Design button_event_classifier, sky130hd; sources not shown.
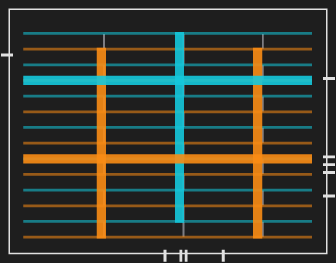
Figure 1: run 1, PDN straps and rails.
Pins as bars on the die edge. Tap cells in gray.
Key: orange = VSS; cyan = VDD
22 tap cells. The core has 13 rows. 14 met1 rails follow the rows. 2 straps on met5.
die width: 54.9 µm
die y size: 42.2 µm
core area: 1770 µm²

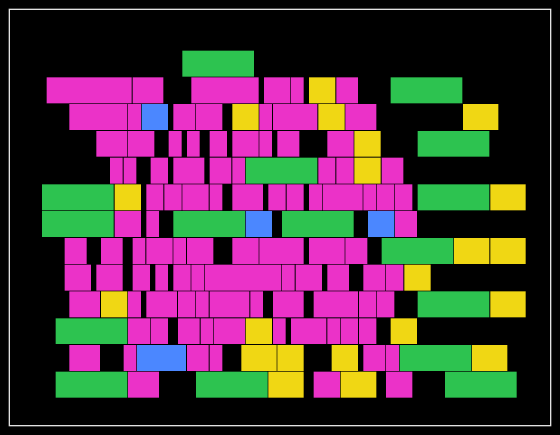
Figure 2: run 1, placed cells, one color a class.
Key: magenta = remaining logic cells [cells 98, share of their area 55%]; blue = clock drivers and dummy loads [cells 4, share of their area 3.0%]; green = registers [cells 16, share of their area 27%]; yellow = remaining buffers and delay cells [cells 21, share of their area 15%]
final instance area: 1220 µm²
flop share of the area: 26.2%

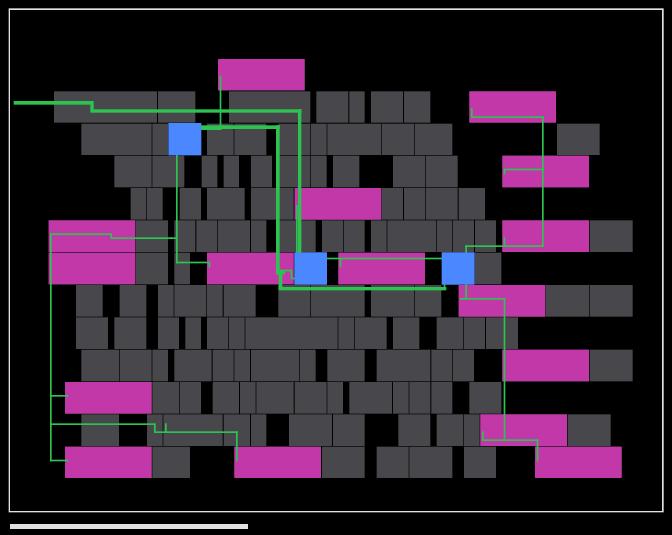
Figure 3: run 1, clock distribution.
Bar = 20 µm.
Key: magenta = flip-flops [count 16]; green = clock wires [length 228 µm]; blue = clock-net drivers [count 3]
Position of the flops: spread over the die.
clock power share: 31.2%
final clock skew: 0.00220 ns
clk_lat worst skew: 0.30 ns
Clock Power: 233 µW

==> results.py, run 1 <==
# Synthesis and PnR figures
metrics = {
    "run_status": {
        "status": "complete, no violations",
    },
    "grt": {
        "grt_pass1_vias": 887,
        "met1_usage_pct": 37.7,
        "grt_max_degree": 16,
        "use_met2_pct": 34.0,
    },
    "routing": {
        "route.detailed.drc": 0,
        "vias": 986,
        "viasPerCell": 6.12,
    },
    "clock_network": {
        "cts_setup_buffers": 0,
        "cts.sinks": 16,
    },
    "final_layout": {
        "utilization_pct": 69.0,
        "finalNonFillerCells": 161,
        "nNonClkBuffers": 21,
    },
    "power": {
        "power.density_nw_per_um2": 609,
    },
    "worst_setup_path": {
        "worst_setup_path_end_kind": "flop",
        "cp.depth": 6,
        "reg2reg_depth": 6,
    },
    "yosys": {
        "synthArstFlopShare_pct": 0,
        "ys.flops": 16,
        "yosysSeqAreaShare_pct": 29.5,
    },
    "placement": {
        "io_buffer_count": 9,
        "post-dp-hpwl_um": 1900,
    },
    "floorplanning": {
        "initCoreUtil_pct": 61.3,
    },
}
==> run 1 -> run 2 <==
Settings changed: CORE_UTILIZATION 56 to 23, PLACE_DENSITY 0.87 to 0.48.
==> results.py, run 2 <==
# Synthesis and PnR figures
metrics = {
    "yosys": {
        "avgSynthCellArea_um2": 8.77,
        "yosysSeqAreaShare_pct": 29.5,
        "ys.flops": 16,
        "ff_type": "dfxtp_1",
        "yosysWarningCount": 0,
        "synthArstFlopShare_pct": 0,
    },
    "floorplanning": {
        "die.size.y_um": 63.5,
        "fp.dieW_um": 83.4,
        "initCoreUtil_pct": 24.2,
    },
    "final_layout": {
        "largest_reg_flops": 5,
        "nMultiInputCombCells": 90,
        "nNonClkBuffers": 28,
        "utilization_pct": 29.8,
        "finalNonFillerCells": 203,
    },
    "power": {
        "power.density_nw_per_um2": 619,
        "power.static_leakage_nw": 0.491,
        "comb-power_uw": 175,
        "pg_clk_uw": 297,
    },
    "worst_setup_path": {
        "reg2reg_depth": 7,
        "worst_setup_path_end_kind": "flop",
        "cp.depth": 7,
    },
    "clock_network": {
        "cts.sinks": 16,
        "cts_setup_buffers": 0,
    },
    "run_status": {
        "status": "complete, no violations",
    },
    "placement": {
        "post-dp-hpwl_um": 1950,
    },
    "routing": {
        "drt_iter0_markers": 56,
        "route.detailed.drc": 0,
        "viasPerCell": 4.81,
    },
    "grt": {
        "grt_pass1_vias": 881,
        "grt_max_degree": 12,
        "use_met2_pct": 13.6,
        "met1_usage_pct": 14.5,
    },
    "sta": {
        "fmax_mhz": 561,
        "hold_ws_ns": 0.534,
    },
    "flow_run": {
        "cap_violations": 0,
    },
}
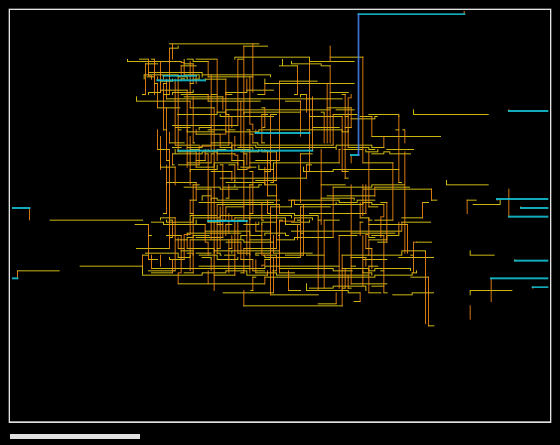
Figure 4: run 2, wiring by layer.
Bar = 20 µm.
Key: cyan = M3 [wire length 108 µm]; yellow = M1 [wire length 1370 µm]; blue = M4 [wire length 21.8 µm]; orange = M2 [wire length 1010 µm]
vias: 977
Wirelength per Cell: 12.4 µm
Detailed Route WL: 2520 µm
gr usage total: 9.81%

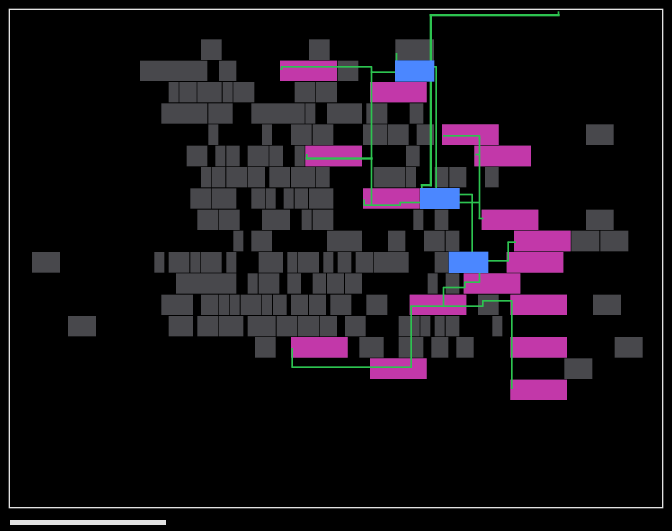
Figure 5: run 2, clock distribution.
Bar = 20 µm.
Key: magenta = flip-flops [count 16]; green = clock wires [length 224 µm]; blue = clock-net drivers [count 3]
There are 4 routed clock nets.
final clock skew: 0.00371 ns
clock power share: 35.9%
clk_lat worst skew: 0.25 ns

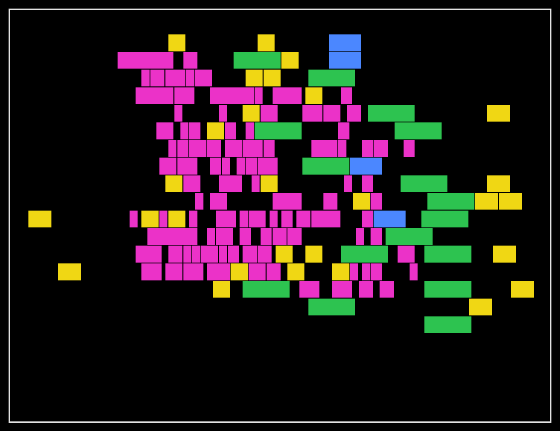
Figure 6: run 2, placed cells, one color a class.
Key: blue = clock drivers and dummy loads [cells 4, share of their area 4.3%]; green = registers [cells 16, share of their area 25%]; magenta = remaining logic cells [cells 98, share of their area 52%]; yellow = remaining buffers and delay cells [cells 28, share of their area 18%]
flop share of the area: 23.9%
final instance area: 1340 µm²
core area: 4490 µm²

==> run 2 -> run 3 <==
Settings changed: CTS_CLUSTER_SIZE 40 to unset.
==> results.py, run 3 <==
# Synthesis and PnR figures
metrics = {
    "run_status": {
        "status": "complete, no violations",
    },
    "grt": {
        "met1_usage_pct": 14.5,
        "track_usage_pct": 9.81,
    },
    "power": {
        "pwr-share-clk_pct": 35.9,
    },
    "clock_network": {
        "clkLatencyLatePin_ns": 0.25,
        "cts.sinks": 16,
        "cts_setup_buffers": 0,
    },
    "yosys": {
        "yosysSeqAreaShare_pct": 29.5,
        "ys.flops": 16,
        "yosysWarningCount": 0,
    },
    "final_layout": {
        "final_design_area_no_fill_um2": 1340,
        "largest_reg_flops": 5,
        "finalNonFillerCells": 203,
        "nMultiInputCombCells": 90,
        "utilization_pct": 29.8,
    },
    "floorplanning": {
        "initCoreUtil_pct": 24.2,
    },
    "worst_setup_path": {
        "worst_setup_path_end_kind": "flop",
        "cp.depth": 7,
    },
    "routing": {
        "wl_um": 2520,
        "drt_iter0_markers": 56,
        "vias": 977,
    },
    "sta": {
        "fmax_mhz": 561,
        "hold_ws_ns": 0.534,
    },
    "placement": {
        "post-dp-hpwl_um": 1950,
    },
}
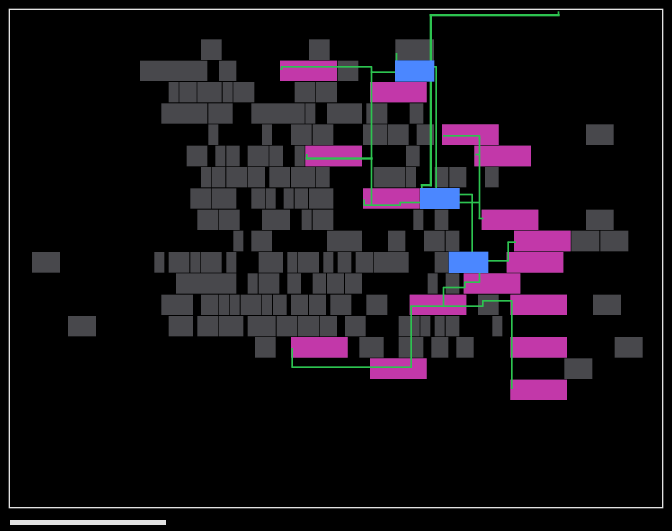
Figure 7: run 3, clock distribution.
Bar = 20 µm.
Key: blue = clock-net drivers [count 3]; green = clock wires [length 224 µm]; magenta = flip-flops [count 16]
There are 4 routed clock nets.
Clock Power: 297 µW

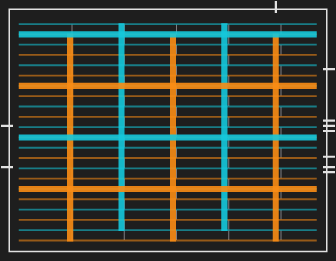
Figure 8: run 3, PDN straps and rails.
Pins as bars on the die edge. Tap cells in gray.
Key: cyan = VDD; orange = VSS
The core has 21 rows. 10 signal pins sit on the boundary. 5 straps on met4. 22 met1 rails follow the rows.
VDD IR max: 0.273 mV
die width: 83.4 µm
die y size: 63.5 µm

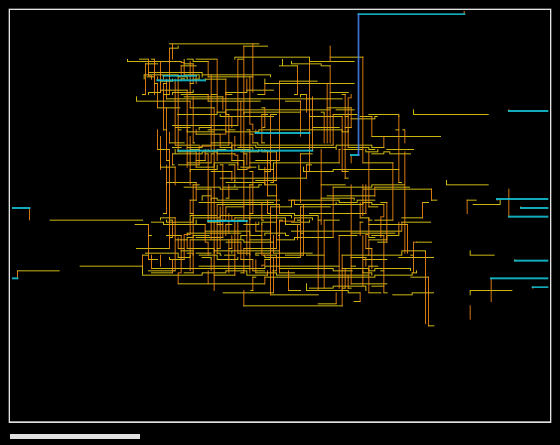
Figure 9: run 3, wiring by layer.
Bar = 20 µm.
Key: orange = M2 [wire length 1010 µm]; cyan = M3 [wire length 108 µm]; yellow = M1 [wire length 1370 µm]; blue = M4 [wire length 21.8 µm]

No activity file was given, so power comes from the tool's default toggle rates.
